===== src/rtl/vm2002_change_dispenser.sv =====
// Coin-return dispenser: pays a change amount as quarters/dimes/nickels, greedy, one coin per handshake.
// Latency: first coin_valid two cycles after start, two cycles per coin; coin_ready low stalls ISSUE indefinitely.
module vm2002_change_dispenser #(
    parameter int AMT_W    = 16,
    parameter int TUBE_W   = 8,
    parameter int TUBE_MAX = 200
) (
    input  logic              clk,
    input  logic              hrst,
    input  logic              start,
    input  logic [AMT_W-1:0]  change_amt,
    output logic              busy,
    output logic              coin_valid,
    output logic [1:0]        coin_type,
    input  logic              coin_ready,
    output logic              done,
    output logic              short,
    output logic [AMT_W-1:0]  residual,
    input  logic              refill_valid,
    input  logic [1:0]        refill_coin,
    input  logic [TUBE_W-1:0] refill_count,
    output logic              refill_err,
    output logic [TUBE_W-1:0] nickel_cnt,
    output logic [TUBE_W-1:0] dime_cnt,
    output logic [TUBE_W-1:0] quarter_cnt
);

    typedef enum logic [1:0] {S_IDLE, S_SELECT, S_ISSUE, S_FINISH} state_t;

    localparam logic [1:0] C_NONE    = 2'b00;
    localparam logic [1:0] C_NICKEL  = 2'b01;
    localparam logic [1:0] C_DIME    = 2'b10;
    localparam logic [1:0] C_QUARTER = 2'b11;

    localparam logic [TUBE_W:0]  LP_TUBE_MAX = TUBE_MAX[TUBE_W:0];
    localparam logic [AMT_W-1:0] LP_V_NICKEL  = AMT_W'(5);
    localparam logic [AMT_W-1:0] LP_V_DIME    = AMT_W'(10);
    localparam logic [AMT_W-1:0] LP_V_QUARTER = AMT_W'(25);

    state_t            r_state;
    state_t            w_state_nxt;
    logic [1:0]        w_sel;
    logic              w_busy;
    logic              w_coin_valid;
    logic              w_done;
    logic              w_handshake;

    logic [AMT_W-1:0]  r_remaining;
    logic [AMT_W-1:0]  r_residual;
    logic              r_short;
    logic [1:0]        r_coin_type;
    logic              r_refill_err;
    logic [TUBE_W-1:0] r_nickel;
    logic [TUBE_W-1:0] r_dime;
    logic [TUBE_W-1:0] r_quarter;

    // Widened by one bit so the sum cannot wrap before the clamp.
    function automatic logic [TUBE_W-1:0] sat_add(input logic [TUBE_W-1:0] a,
                                                  input logic [TUBE_W-1:0] b);
        logic [TUBE_W:0] s;
        s = {1'b0, a} + {1'b0, b};
        return (s > LP_TUBE_MAX) ? LP_TUBE_MAX[TUBE_W-1:0] : s[TUBE_W-1:0];
    endfunction

    function automatic logic [AMT_W-1:0] coin_value(input logic [1:0] c);
        case (c)
            C_NICKEL:  return LP_V_NICKEL;
            C_DIME:    return LP_V_DIME;
            C_QUARTER: return LP_V_QUARTER;
            default:   return '0;
        endcase
    endfunction

    always_ff @(posedge clk) begin
        if (hrst) r_state <= S_IDLE;
        else      r_state <= w_state_nxt;
    end

    always_comb begin
        w_state_nxt  = r_state;
        w_sel        = C_NONE;
        w_busy       = 1'b0;
        w_coin_valid = 1'b0;
        w_done       = 1'b0;
        if (r_remaining >= LP_V_QUARTER && r_quarter != '0)
            w_sel = C_QUARTER;
        else if (r_remaining >= LP_V_DIME && r_dime != '0)
            w_sel = C_DIME;
        else if (r_remaining >= LP_V_NICKEL && r_nickel != '0)
            w_sel = C_NICKEL;
        case (r_state)
            S_IDLE: begin
                if (start)
                    w_state_nxt = (change_amt == '0) ? S_FINISH : S_SELECT;
            end
            S_SELECT: begin
                w_busy      = 1'b1;
                w_state_nxt = (w_sel != C_NONE) ? S_ISSUE : S_FINISH;
            end
            S_ISSUE: begin
                w_busy       = 1'b1;
                w_coin_valid = 1'b1;
                if (coin_ready)
                    w_state_nxt = S_SELECT;
            end
            S_FINISH: begin
                w_done      = 1'b1;
                w_state_nxt = S_IDLE;
            end
            default: w_state_nxt = S_IDLE;
        endcase
    end

    assign w_handshake = w_coin_valid && coin_ready;

    always_ff @(posedge clk) begin
        if (hrst) begin
            r_remaining  <= '0;
            r_residual   <= '0;
            r_short      <= 1'b0;
            r_coin_type  <= C_NONE;
            r_refill_err <= 1'b0;
            r_nickel     <= '0;
            r_dime       <= '0;
            r_quarter    <= '0;
        end else begin
            r_refill_err <= refill_valid && (r_state != S_IDLE);
            case (r_state)
                S_IDLE: begin
                    if (refill_valid) begin
                        case (refill_coin)
                            C_NICKEL:  r_nickel  <= sat_add(r_nickel, refill_count);
                            C_DIME:    r_dime    <= sat_add(r_dime, refill_count);
                            C_QUARTER: r_quarter <= sat_add(r_quarter, refill_count);
                            default: ;
                        endcase
                    end
                    if (start) begin
                        r_remaining <= change_amt;
                        r_short     <= 1'b0;
                        r_residual  <= '0;
                    end
                end
                S_SELECT: begin
                    if (w_sel != C_NONE) begin
                        r_coin_type <= w_sel;
                    end else begin
                        r_short    <= (r_remaining != '0);
                        r_residual <= r_remaining;
                    end
                end
                S_ISSUE: begin
                    if (w_handshake) begin
                        r_coin_type <= C_NONE;
                        r_remaining <= r_remaining - coin_value(r_coin_type);
                        case (r_coin_type)
                            C_NICKEL:  r_nickel  <= r_nickel - 1'b1;
                            C_DIME:    r_dime    <= r_dime - 1'b1;
                            C_QUARTER: r_quarter <= r_quarter - 1'b1;
                            default: ;
                        endcase
                    end
                end
                default: ;
            endcase
        end
    end

    assign busy        = w_busy;
    assign coin_valid  = w_coin_valid;
    assign coin_type   = r_coin_type;
    assign done        = w_done;
    assign short       = r_short;
    assign residual    = r_residual;
    assign refill_err  = r_refill_err;
    assign nickel_cnt  = r_nickel;
    assign dime_cnt    = r_dime;
    assign quarter_cnt = r_quarter;

endmodule

===== config.mk =====
export PLATFORM = sky130hd
export DESIGN_NAME = vm2002_change_dispenser
export DESIGN_NICKNAME = d
export VERILOG_FILES = /design/src/rtl/vm2002_change_dispenser.sv
export SDC_FILE = /design/constraint.sdc
export NUM_CORES = 1
export LEC_CHECK = 0
export CAP_MARGIN = 40
export CELL_PAD_IN_SITES_DETAIL_PLACEMENT = 0
export CELL_PAD_IN_SITES_GLOBAL_PLACEMENT = 2
export CORE_ASPECT_RATIO = 0.9
export CORE_MARGIN = 3
export CORE_UTILIZATION = 34
export CTS_CLUSTER_SIZE = 28
export DETAILED_ROUTE_END_ITERATION = 8
export PLACE_DENSITY = 0.85
export REMOVE_ABC_BUFFERS = 1
export SLEW_MARGIN = 20
export SYNTH_ARGS = -nofsm -noshare
export SYNTH_HDL_FRONTEND = slang
export SYNTH_SLANG_ARGS = --single-unit
export TNS_END_PERCENT = 10

===== constraint.sdc =====
create_clock -name clk -period 4.3 [get_ports clk]
set_input_delay 0.43 -clock clk [delete_from_list [all_inputs] [get_ports clk]]
set_output_delay 0.43 -clock clk [all_outputs]
set_load 0.1 [all_outputs]

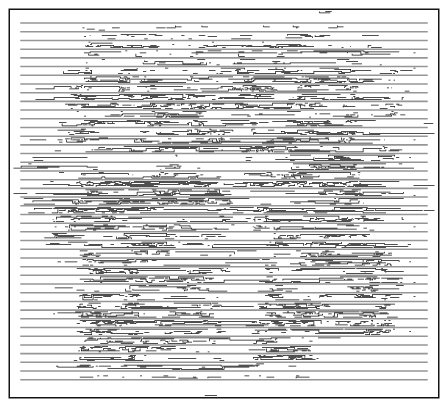
Fig. 1. Metal 1.
Supply wires on this layer in gray.
nets with wire on the layer	754
wire length on this layer	7700 µm
main direction	horizontal
DR vias: 5220
Detailed Route WL: 15.8 mm
GR Layer Usage met1: 27.8%

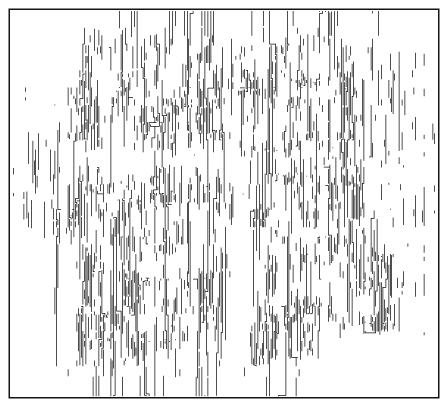
Fig. 2. Metal 2.
longest straight run	43.9 µm
share of all routed wire	45%
main direction	vertical
met2 Usage GRT: 31.1%

==> impl_metrics.toml <==
# generated from flow reports
[floorplan]
core_um2 = 14200
die_area_um2 = 16200
die_y_um = 121

[place]
placed_cell_area_um2 = 6620
dp_hpwl_mm = 12.0

[cts]
worstSkewPairLatency_ns = 0.34
postCtsHoldBufs = 0
postCtsSetupBuffers = 0
htreeDepth = 3
ctsResizeCount = 0
cts_tree = "built"

[worst_setup_path]
worst_path_max_delay_cell = "clkdlybuf4s50_1"
cp.required_ns = 4.52
endpoint_kind = "register"
r2r_start = "coin_type[0]"
cp_max_fo = 5
path_buffers = 1
cp_top_family = "AND-OR/OR-AND gates"
cp-startpoint = "refill_count[0]"
max_stage_delay_ns = 0.53
cp_data_arrival_time_ns = 3.26
ff2ff_setup_slack_ns = 1.39

[synth]
compound_area_share_pct = 30.5
synthAdderAreaFrac_pct = 11.4
numSynthFlops = 62
edf_count = 0
mux_area_share_pct = 1.20
yosys_area_um2 = 5000
async_flop_share_pct = 0
ys.flop_type = "dfxtp_1"
yosys.area_share.xor_xnor_pct = 4.88

[finish]
fin_nets = 826

[global_routing]
top_usage_layer = "met2"
grt_pass1_wl_mm = 25.7
grt-ovfl-total = 0

[route]
ant_nets = 0
dr.pass1.iters = 5
avgViaCountPerCell = 5.49

[run_status]
outcome = "complete, no violations"

[pwr]
power.density_nw_per_um2 = 830
vdd_ir_drop_max_mv = 0.409

[final_timing]
setup_violations = 0
rsz0062_at_grt = "no"
slew_violations = 0

[min_path]
min_path_type = "reg2reg"
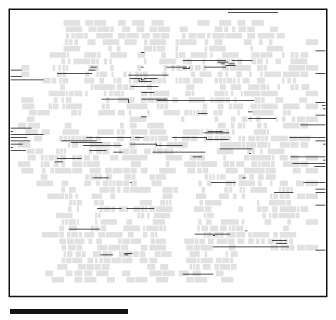
Fig. 3. The metal 3 layer.
The bar under the picture is 50 µm long. Cells faint in the background.
wire length on this layer	746 µm
longest straight run	40.9 µm
share of all routed wire	4.7%
grt met3 use: 3.28%

## kinds of logic (layout without fill, tap and decap cells)
group,count (synthesis),count (layout)
buffers and inverters,60,170
and+or+nand+nor,223,223
xor gates and xnor gates,27,27
muxes,6,6
DFF,62,62
AOI/OAI and AO/OA,226,226
adders and majority gates,43,43
## sequential cells by signal, summed over array words and instances, names as in the netlist
| name | count |
|---|---|
| residual | 16 |
| r_state | 2 |
| dime_cnt | 8 |
| quarter_cnt | 8 |
| nickel_cnt | 8 |
| refill_err | 1 |
| short | 1 |
| coin_type | 2 |
| r_remaining | 16 |
## tightest hold or removal path, cell delays in order, from the launching register on
cell and delay [ns]:
dfxtp_1 0.30, nand3_1 0.05, o21ai_1 0.05
## where the power goes
group	switching, µW	leakage, µW	internal (µW)	total, µW
sequential	287	0.000507	739	1030
combinational	2510	0.00203	1470	3980
clock	280	0.000144	479	759
total	3070	0.00268	2690	5760
## Yosys cell counts, drive strengths merged (4+ instances only)
library cell,n,area share (%)
nand2,68,5.2
dfxtp,62,25
o21ai,57,5.7
a21oi,51,5.3
nor2,44,3.4
ha,39,9.8
nand3,29,3.0
clkbuf,28,2.1
inv,25,1.9
nor3,19,2.0
a21o,17,2.6
a211oi,16,2.6
xor2,14,2.6
xnor2,13,2.3
nor4,12,1.9
nand2b,10,1.3
a31oi,9,1.1
nor2b,9,1.1
o21a,8,1.2
a221oi,7,1.5
buf,7,0.70
nor3b,7,1.1
mux2i,6,1.2
o211ai,6,0.90
o22ai,6,0.75
o311ai,6,1.1
o31ai,6,1.0
o21bai,5,0.83
or3,5,0.63
a21boi,4,0.60
a221o,4,0.80
fa,4,1.6
nand4b,4,0.70
## routing by layer
metal  part of all wire, %  wire [µm]
met2                    45       7120
met5                     0          0
met1                    49       7700
met4                   1.3        202
met3                   4.7        745
## worst paths after layout
check                         end  cells past startpoint
setup / recovery      dime_cnt[0]                     10
hold / removal        residual[3]                      2
hold reg to reg       residual[3]                      2
setup reg to reg  r_remaining[15]                      9
## area by class of cell
cell class,instances,area (µm²),area share (%)
repair buffers,129,1510,21.8
inverters,25,93.8,1.35
well taps,193,241,3.48
flip-flops and latches,62,1240,17.9
clock inverters,5,57.6,0.829
multi-input cells,525,3540,51.0
clock buffers,11,253,3.64
## through the flow
step                power [µW]  utilization, %  cells  TNS [ns]  hold slack, ns
floorplan                 3770               -    612     -5.96           0.451
global placement          4620            41.6    886         0           0.443
detailed placement        4970            46.6    933         0           0.449
CTS                       5750            48.8    949         0           0.456
global route              6190            48.8    950         0           0.470
finish                    5760            48.8    950         0           0.452
Power is estimated from default activity; no workload was simulated.
